### config.mk
export PLATFORM = sky130hd
export DESIGN_NAME = mmio_uart_ctrl
export DESIGN_NICKNAME = d
export VERILOG_FILES = /design/src/rtl/mmio_uart_ctrl.sv
export SDC_FILE = /design/constraint.sdc
export NUM_CORES = 1
export LEC_CHECK = 0
export ABC_AREA = 1
export CAP_MARGIN = 0
export CORE_ASPECT_RATIO = 1.75
export CORE_UTILIZATION = 45
export CTS_BUF_LIST = sky130_fd_sc_hd__clkbuf_8 sky130_fd_sc_hd__clkbuf_16
export DETAILED_ROUTE_END_ITERATION = 12
export MAX_ROUTING_LAYER = met4
export PLACE_DENSITY = 0.77
export SYNTH_ARGS = -nofsm -noshare
export SYNTH_HDL_FRONTEND = slang
export SYNTH_SLANG_ARGS = --single-unit
### constraint.sdc
create_clock -name clk -period 3.1 [get_ports clk]
set_input_delay 0.62 -clock clk [delete_from_list [all_inputs] [get_ports clk]]
set_output_delay 0.62 -clock clk [all_outputs]
set_load 0.01 [all_outputs]
### src/rtl/mmio_uart_ctrl.sv
// mmio_uart_ctrl: MMIO window for the 151 core with UART RX/TX FIFOs and cycle/instret counters.
// Define MMIO_IRQ_EN to add the rx_ie control bit and the registered irq output.
module mmio_uart_ctrl #(
  parameter int unsigned RX_DEPTH  = 8,
  parameter int unsigned TX_DEPTH  = 8,
  parameter int unsigned CNT_WIDTH = 32,
  parameter logic [31:0] MMIO_BASE = 32'h8000_0000
) (
  input  logic        clk,
  input  logic        rst_n,
  input  logic [31:0] addr,
  input  logic [31:0] wdata,
  input  logic        we,
  input  logic        re,
  output logic        hit,
  output logic [31:0] rdata,
  input  logic        inst_retire,
  input  logic [7:0]  uart_rx_data,
  input  logic        uart_rx_valid,
  output logic        uart_rx_ready,
  output logic [7:0]  uart_tx_data,
  output logic        uart_tx_valid,
  input  logic        uart_tx_ready
`ifdef MMIO_IRQ_EN
  ,
  output logic        irq
`endif
);

  localparam int unsigned RX_AW = $clog2(RX_DEPTH);
  localparam int unsigned TX_AW = $clog2(TX_DEPTH);
  localparam int unsigned RX_PW = RX_AW + 1;
  localparam int unsigned TX_PW = TX_AW + 1;

  localparam logic [5:0] OFF_CTRL = 6'h00;
  localparam logic [5:0] OFF_RXD  = 6'h01;
  localparam logic [5:0] OFF_TXD  = 6'h02;
  localparam logic [5:0] OFF_CYC  = 6'h04;
  localparam logic [5:0] OFF_INST = 6'h05;
  localparam logic [5:0] OFF_CLR  = 6'h06;

  logic [5:0]           word_off;
  logic                 rd_en, wr_en;
  logic                 rd_ctrl, rd_rxd, wr_txd, wr_clr;
  logic [7:0]           rx_mem [RX_DEPTH];
  logic [7:0]           tx_mem [TX_DEPTH];
  logic [RX_PW-1:0]     rx_wptr, rx_rptr;
  logic [TX_PW-1:0]     tx_wptr, tx_rptr;
  logic                 rx_empty, rx_full, rx_push, rx_pop;
  logic                 tx_empty, tx_full, tx_push, tx_pop;
  logic [7:0]           rx_head;
  logic                 tx_drop;
  logic                 rx_ie;
  logic [CNT_WIDTH-1:0] cyc_cnt, inst_cnt;
  logic [31:0]          rdata_nxt;
  logic                 unused_bits;

  // Window decode; byte lane bits and upper store data are not used by any register
  assign hit         = (addr[31:8] == MMIO_BASE[31:8]);
  assign word_off    = addr[7:2];
  assign rd_en       = hit & re;
  assign wr_en       = hit & we;
  assign rd_ctrl     = rd_en && (word_off == OFF_CTRL);
  assign rd_rxd      = rd_en && (word_off == OFF_RXD);
  assign wr_txd      = wr_en && (word_off == OFF_TXD);
  assign wr_clr      = wr_en && (word_off == OFF_CLR);
  assign unused_bits = ^{addr[1:0], wdata[31:8]};

  // RX FIFO status; a read of an empty FIFO never pops, so a same-cycle push survives
  assign rx_empty      = (rx_wptr == rx_rptr);
  assign rx_full       = (rx_wptr[RX_AW] != rx_rptr[RX_AW]) &&
                         (rx_wptr[RX_AW-1:0] == rx_rptr[RX_AW-1:0]);
  assign uart_rx_ready = ~rx_full;
  assign rx_push       = uart_rx_valid & ~rx_full;
  assign rx_pop        = rd_rxd & ~rx_empty;
  assign rx_head       = rx_mem[rx_rptr[RX_AW-1:0]];

  // TX FIFO status; full is judged before this cycle's pop
  assign tx_empty      = (tx_wptr == tx_rptr);
  assign tx_full       = (tx_wptr[TX_AW] != tx_rptr[TX_AW]) &&
                         (tx_wptr[TX_AW-1:0] == tx_rptr[TX_AW-1:0]);
  assign uart_tx_valid = ~tx_empty;
  assign uart_tx_data  = tx_mem[tx_rptr[TX_AW-1:0]];
  assign tx_push       = wr_txd & ~tx_full;
  assign tx_pop        = uart_tx_valid & uart_tx_ready;

  // FIFO storage (contents need no reset; pointers define validity)
  always_ff @(posedge clk) begin
    if (rx_push) rx_mem[rx_wptr[RX_AW-1:0]] <= uart_rx_data;
    if (tx_push) tx_mem[tx_wptr[TX_AW-1:0]] <= wdata[7:0];
  end

  // FIFO pointers, wrapping naturally through the extra MSB
  always_ff @(posedge clk or negedge rst_n) begin
    if (!rst_n) begin
      rx_wptr <= '0;
      rx_rptr <= '0;
      tx_wptr <= '0;
      tx_rptr <= '0;
    end else begin
      if (rx_push) rx_wptr <= rx_wptr + RX_PW'(1);
      if (rx_pop)  rx_rptr <= rx_rptr + RX_PW'(1);
      if (tx_push) tx_wptr <= tx_wptr + TX_PW'(1);
      if (tx_pop)  tx_rptr <= tx_rptr + TX_PW'(1);
    end
  end

  // Sticky drop flag: set on a write to a full TX FIFO, which beats a ctrl-read clear
  always_ff @(posedge clk or negedge rst_n) begin
    if (!rst_n)                tx_drop <= 1'b0;
    else if (wr_txd & tx_full) tx_drop <= 1'b1;
    else if (rd_ctrl)          tx_drop <= 1'b0;
  end

`ifdef MMIO_IRQ_EN
  logic wr_ctrl;
  assign wr_ctrl = wr_en && (word_off == OFF_CTRL);

  // RX interrupt enable and registered RX-not-empty interrupt
  always_ff @(posedge clk or negedge rst_n) begin
    if (!rst_n) begin
      rx_ie <= 1'b0;
      irq   <= 1'b0;
    end else begin
      if (wr_ctrl) rx_ie <= wdata[3];
      irq <= rx_ie & ~rx_empty;
    end
  end
`else
  assign rx_ie = 1'b0;
`endif

  // Perf counters; a clear write beats the same-cycle increment
  always_ff @(posedge clk or negedge rst_n) begin
    if (!rst_n) begin
      cyc_cnt  <= '0;
      inst_cnt <= '0;
    end else if (wr_clr) begin
      cyc_cnt  <= '0;
      inst_cnt <= '0;
    end else begin
      cyc_cnt <= cyc_cnt + CNT_WIDTH'(1);
      if (inst_retire) inst_cnt <= inst_cnt + CNT_WIDTH'(1);
    end
  end

  // Read mux over the pre-update state
  always_comb begin
    rdata_nxt = '0;
    case (word_off)
      OFF_CTRL: rdata_nxt = {28'b0, rx_ie, tx_drop, ~rx_empty, ~tx_full};
      OFF_RXD:  rdata_nxt = rx_empty ? 32'h0 : {24'b0, rx_head};
      OFF_CYC:  rdata_nxt = 32'(cyc_cnt);
      OFF_INST: rdata_nxt = 32'(inst_cnt);
      default:  rdata_nxt = '0;
    endcase
  end

  // Load data register, updated only on a hit read
  always_ff @(posedge clk or negedge rst_n) begin
    if (!rst_n)     rdata <= '0;
    else if (rd_en) rdata <= rdata_nxt;
  end

endmodule

==> flow_summary.json, run 1 <==
{
  "status": "finished clean",
  "cp_top_family": "buffers and inverters",
  "clkTransAtPathRegs_ns": 0.07,
  "dp_cells": 1719,
  "crit_chain": "buf_4 -> o21ai_0 -> o22ai_1 -> nand2_1 -> nand2_1 -> clkdlybuf4s50_1",
  "p_leak_nw": 5.70,
  "yosys_warnings": 0,
  "reg2reg_to": "tx_mem[2][2]",
  "grt_remaining_overflow": 0,
  "io_pins": 122,
  "portBuffers": 95,
  "drive_gt1_frac": 0.0852,
  "crit_buf_inv": 2,
  "critPathLaunchType": "flip-flop",
  "slowest_delay_ns": 0.52,
  "drtIter0Drc": 526,
  "wl_per_cell_um": 16.7,
  "synth_cells": 1316,
  "slew_violations": 0,
  "ys_cells": 1316,
  "synth.ff_latch_count": 241,
  "ys_chip_area_um2": 11700,
  "synthToLayoutAreaGrowth_pct": 17.7,
  "grt_max_degree": 57,
  "avgSynthCellArea_um2": 8.91,
  "cts.sinks": 241,
  "fp_util": 0.461,
  "antenna_found_initial": 0,
  "cp_data_arrival_time_ns": 2.32
}
-- run 1: synth_stat cells, drive strengths merged --
| library cell | number |
|---|---|
| nand2 | 349 |
| nor2 | 243 |
| edfxtp | 128 |
| dfrtp | 113 |
| inv | 109 |
| nand3 | 94 |
| o21ai | 84 |
| a22oi | 24 |
| buf | 22 |
| nor3 | 22 |
| xor2 | 22 |
| o22ai | 21 |
| nand4 | 19 |
| clkbuf | 18 |
| a21oi | 17 |
| xnor2 | 16 |
| ha | 6 |
| nand3b | 3 |
| nor4 | 2 |
| clkinv | 1 |
| nor3b | 1 |
| o31ai | 1 |
| or2 | 1 |
-- run 1: state kept, by name (all words and copies together) (netlist names) --
signal	cells
rx_wptr	4
rdata	32
tx_wptr	4
inst_cnt	32
rx_mem	64
cyc_cnt	32
rx_rptr	4
tx_mem	64
tx_drop	1
tx_rptr	4
-- run 1: what timing repair did --
item | in CTS | in global routing
hold endpoints to repair | 0 | 0
setup endpoints to repair | 0 | 8
resized | 0 | 3
-- run 1: power breakdown --
part           leakage [nW]  internal, W  total (W)  switching [W]
Clock                 0.337      0.00137    0.00255        0.00118
Sequential             2.58      0.00360    0.00378       0.000182
Combinational          2.79     0.000670    0.00166       0.000994
-- run 1: how the worst max path moves through the flow --
stage | startpoint | to | slack, ns | depth (start not counted)
floorplan | addr[15] | tx_mem[0][0] | 0.98 | 7
global placement | addr[15] | hit | 0.30 | 7
detailed placement | addr[21] | hit | 0.29 | 7
CTS | tx_rptr[1] | uart_tx_data[1] | 0.06 | 6
global route | tx_rptr[0] | uart_tx_data[0] | 0.009 | 6
finish | tx_rptr[0] | uart_tx_data[3] | 0.16 | 6
-- run 1: per-layer routing --
metal,wire length [um],vias up
li1,-,4572
met1,10200,4425
met2,16100,289
met3,1180,118
met4,1830,0
met5,0,-
-- run 1: through the flow --
stage          hold WS, ns  area (um2)  setup slack [ns]
2_1_floorplan        0.324       11700             0.982
3_3_place_gp         0.466       13100             0.305
3_5_place_dp         0.472       13100             0.294
4_1_cts              0.177       13800            0.0566
5_1_grt              0.208       13800           0.00944
6_report             0.143       13800             0.157
-- run 1: worst reg2reg max path, cell delays in order, from the launching register on --
cell and delay, ns:
dfrtp_1 0.39, buf_4 0.36, xnor2_1 0.16, nand4_1 0.25, nand4_1 0.24, nor2_1 0.18, buf_4 0.21
-- run 1: logic make-up after synthesis --
| group | Yosys count | share of synthesized area |
|---|---|---|
| adder cells (fa/ha/maj) | 6 | 0.00640 |
| AND-OR/OR-AND | 147 | 0.0706 |
| XOR/XNOR | 38 | 0.0284 |
| flip-flops | 241 | 0.569 |
| buffers and inverters | 150 | 0.0531 |
| AND/OR/NAND/NOR | 734 | 0.273 |
-- run 1: final cells by class --
type	instances	area, um2
Multi-Input combinational cell	925	4440
Fill cell	2274	11600
Tap cell	316	395
Timing Repair Buffer	127	1210
Inverter	110	422
Clock buffer	24	589
Clock inverter	16	78.8
Sequential cell	241	6670
Figure 1. The clock network (run 1).
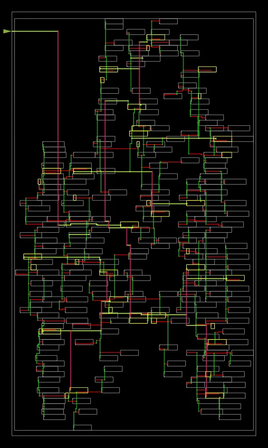
skew final: 0.0203 ns
flip-flops: 241
clk latency late pin: 0.53 ns
clock buffers: 24

Figure 2. M1 wires (run 1).
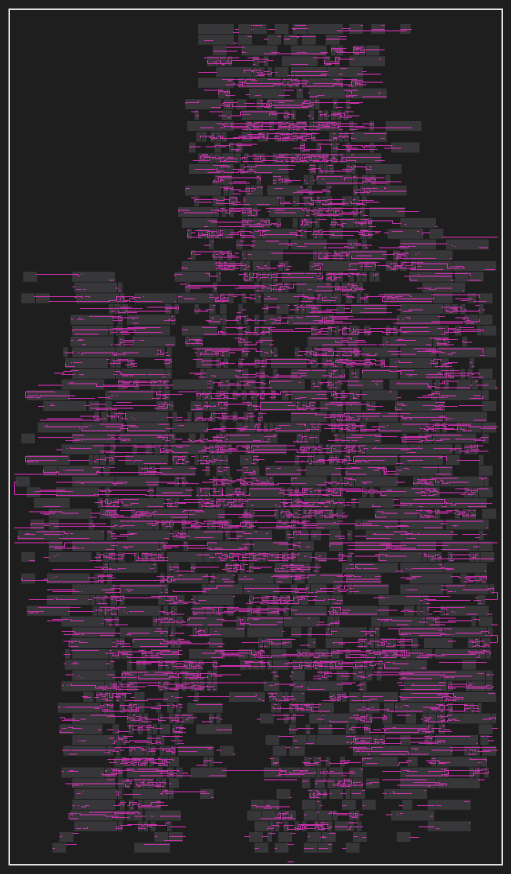
The wires run mostly horizontal. 1383 nets have wire on it. The layer carries 10200 um of wire.
Vias: 9404
met1 usage: 0.229
drt total wl: 29300 um

Figure 3. Metal 3 (run 1).
The bar under the picture is 20 um long.
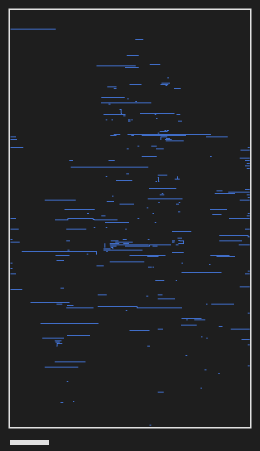
The layer holds 4.0% of the routed length. 128 nets have wire on it. The layer carries 1180 um of wire. The longest straight run is 42.8 um. The wires run mostly horizontal.
GR Util met3: 0.0277

Figure 4. The metal 2 layer (run 1).
The bar under the picture is 20 um long.
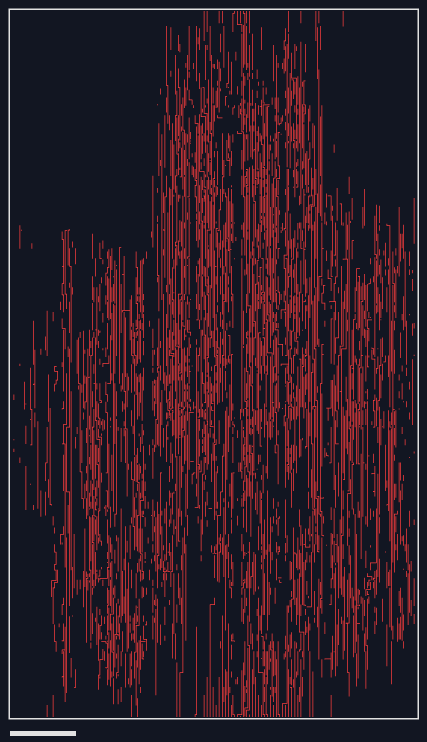
The wires run mostly vertical. The layer carries 16100 um of wire.
met2 usage: 0.426

--- run 2 (diff from run 1) ---
--- a/config.mk
+++ b/config.mk
@@ -16,3 +16,4 @@
 export SYNTH_ARGS = -nofsm -noshare
 export SYNTH_HDL_FRONTEND = slang
 export SYNTH_SLANG_ARGS = --single-unit
+export TNS_END_PERCENT = 10
Figure 5. Metal 4 (run 2).
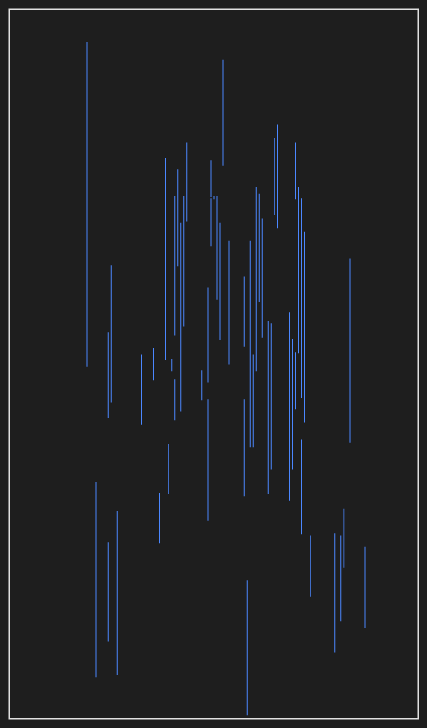
The wires run mostly vertical. The layer carries 1830 um of wire. 40 nets have wire on it. The longest straight run is 98.6 um. The layer holds 6.3% of the routed length.

==> run 2 against run 1 <==
Global-route usage unchanged. Largest cell class unchanged. Register-to-register slack about the same. Largest power group unchanged. Utilization unchanged. Critical endpoint unchanged.
==> flow_summary.json, run 2 <==
{
  "synth.ff_latch_count": 241,
  "final_area_um2": 13800,
  "portBuffers": 95,
  "yosys_warnings": 0,
  "clkTransAtPathRegs_ns": 0.07,
  "place_area_um2": 13100,
  "xor_share": 0.0284,
  "status": "finished clean",
  "logic_area_um2": 4440,
  "slowest_delay_ns": 0.52,
  "wl_per_cell_um": 16.7,
  "routed_wl_um": 29300,
  "io_pins": 122,
  "cp_data_arrival_time_ns": 2.32,
  "drive_gt1_frac": 0.0852,
  "ys_sh_mux": 0,
  "avgSynthCellArea_um2": 8.91,
  "grt_remaining_overflow": 0,
  "whs_ns": 0.143,
  "crit_chain": "buf_4 -> o21ai_0 -> o22ai_1 -> nand2_1 -> nand2_1 -> clkdlybuf4s50_1",
  "synthToLayoutAreaGrowth_pct": 17.7,
  "fa_ha_area_frac": 0.00640,
  "top_logic_kind": "simple AND/OR/NAND/NOR gates",
  "p_leak_nw": 5.70,
  "simple_gate_share": 0.273,
  "grt_max_degree": 57,
  "drtIter0Drc": 526,
  "synthFlopType": "edfxtp_1",
  "ctsResizeCount": 0
}
Figure 6. The clock network (run 2).
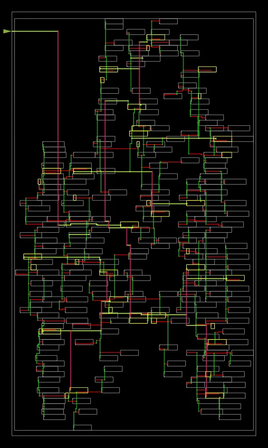
Clock group: 0.00255 W
cts bufs inserted: 22
clock sinks: 241

## run 2: cell counts after synthesis
No cell type changed its count.
## run 2: final timing paths
| kind | from | endpoint | slack, ns | cells after the start |
|---|---|---|---|---|
| setup / recovery | tx_rptr[0] | uart_tx_data[3] | 0.16 | 6 |
| hold / removal | rst_n | rdata[18] | 0.14 | 1 |
| setup reg to reg | tx_rptr[0] | tx_mem[2][2] | 1.01 | 6 |
| hold reg to reg | rdata[2] | rdata[2] | 0.48 | 2 |
| max in group asynchronous | rst_n | rx_wptr[0] | 2.12 | 2 |
| min in group clk | rdata[2] | rdata[2] | 0.48 | 2 |
## run 2: area by class of cell
class	instances	share of cell area
timing repair buffer	127	0.0879
tap	316	0.0286
clock inverter	16	0.00571
inverter	110	0.0305
multi-input combinational	925	0.321
clock buffer	24	0.0427
sequential	241	0.483
## run 2: cell families after synthesis
| logic type | count (synthesis) |
|---|---|
| AOI/OAI and AO/OA | 147 |
| and+or+nand+nor | 734 |
| buffers and inverters | 150 |
| adders and majority gates | 6 |
| xor gates and xnor gates | 38 |
| DFF | 241 |
## run 2: routing by layer
layer  share of wire  wire length (um)  track usage
met1            0.35             10200        0.229
met2            0.55             16100        0.426
met3           0.040              1180       0.0277
met4           0.062              1830        0.143
met5               0                 0            -
## run 2: through the flow
step	worst slack [ns]	util	std cells
final	0.157	0.543	1759
after floorplan	0.982	-	1316
after CTS	0.0566	0.543	1759
after global placement	0.305	0.516	1719
after detailed placement	0.294	0.516	1719
after global routing	0.00944	0.543	1759
## run 2: power breakdown
part / leakage [nW] / total [W] / internal (W) / switching, W
registers: 2.58 / 0.00378 / 0.00360 / 0.000182
logic: 2.79 / 0.00166 / 0.000670 / 0.000994
clock network: 0.337 / 0.00255 / 0.00137 / 0.00118
No activity file was given, so power comes from the tool's default toggle rates.
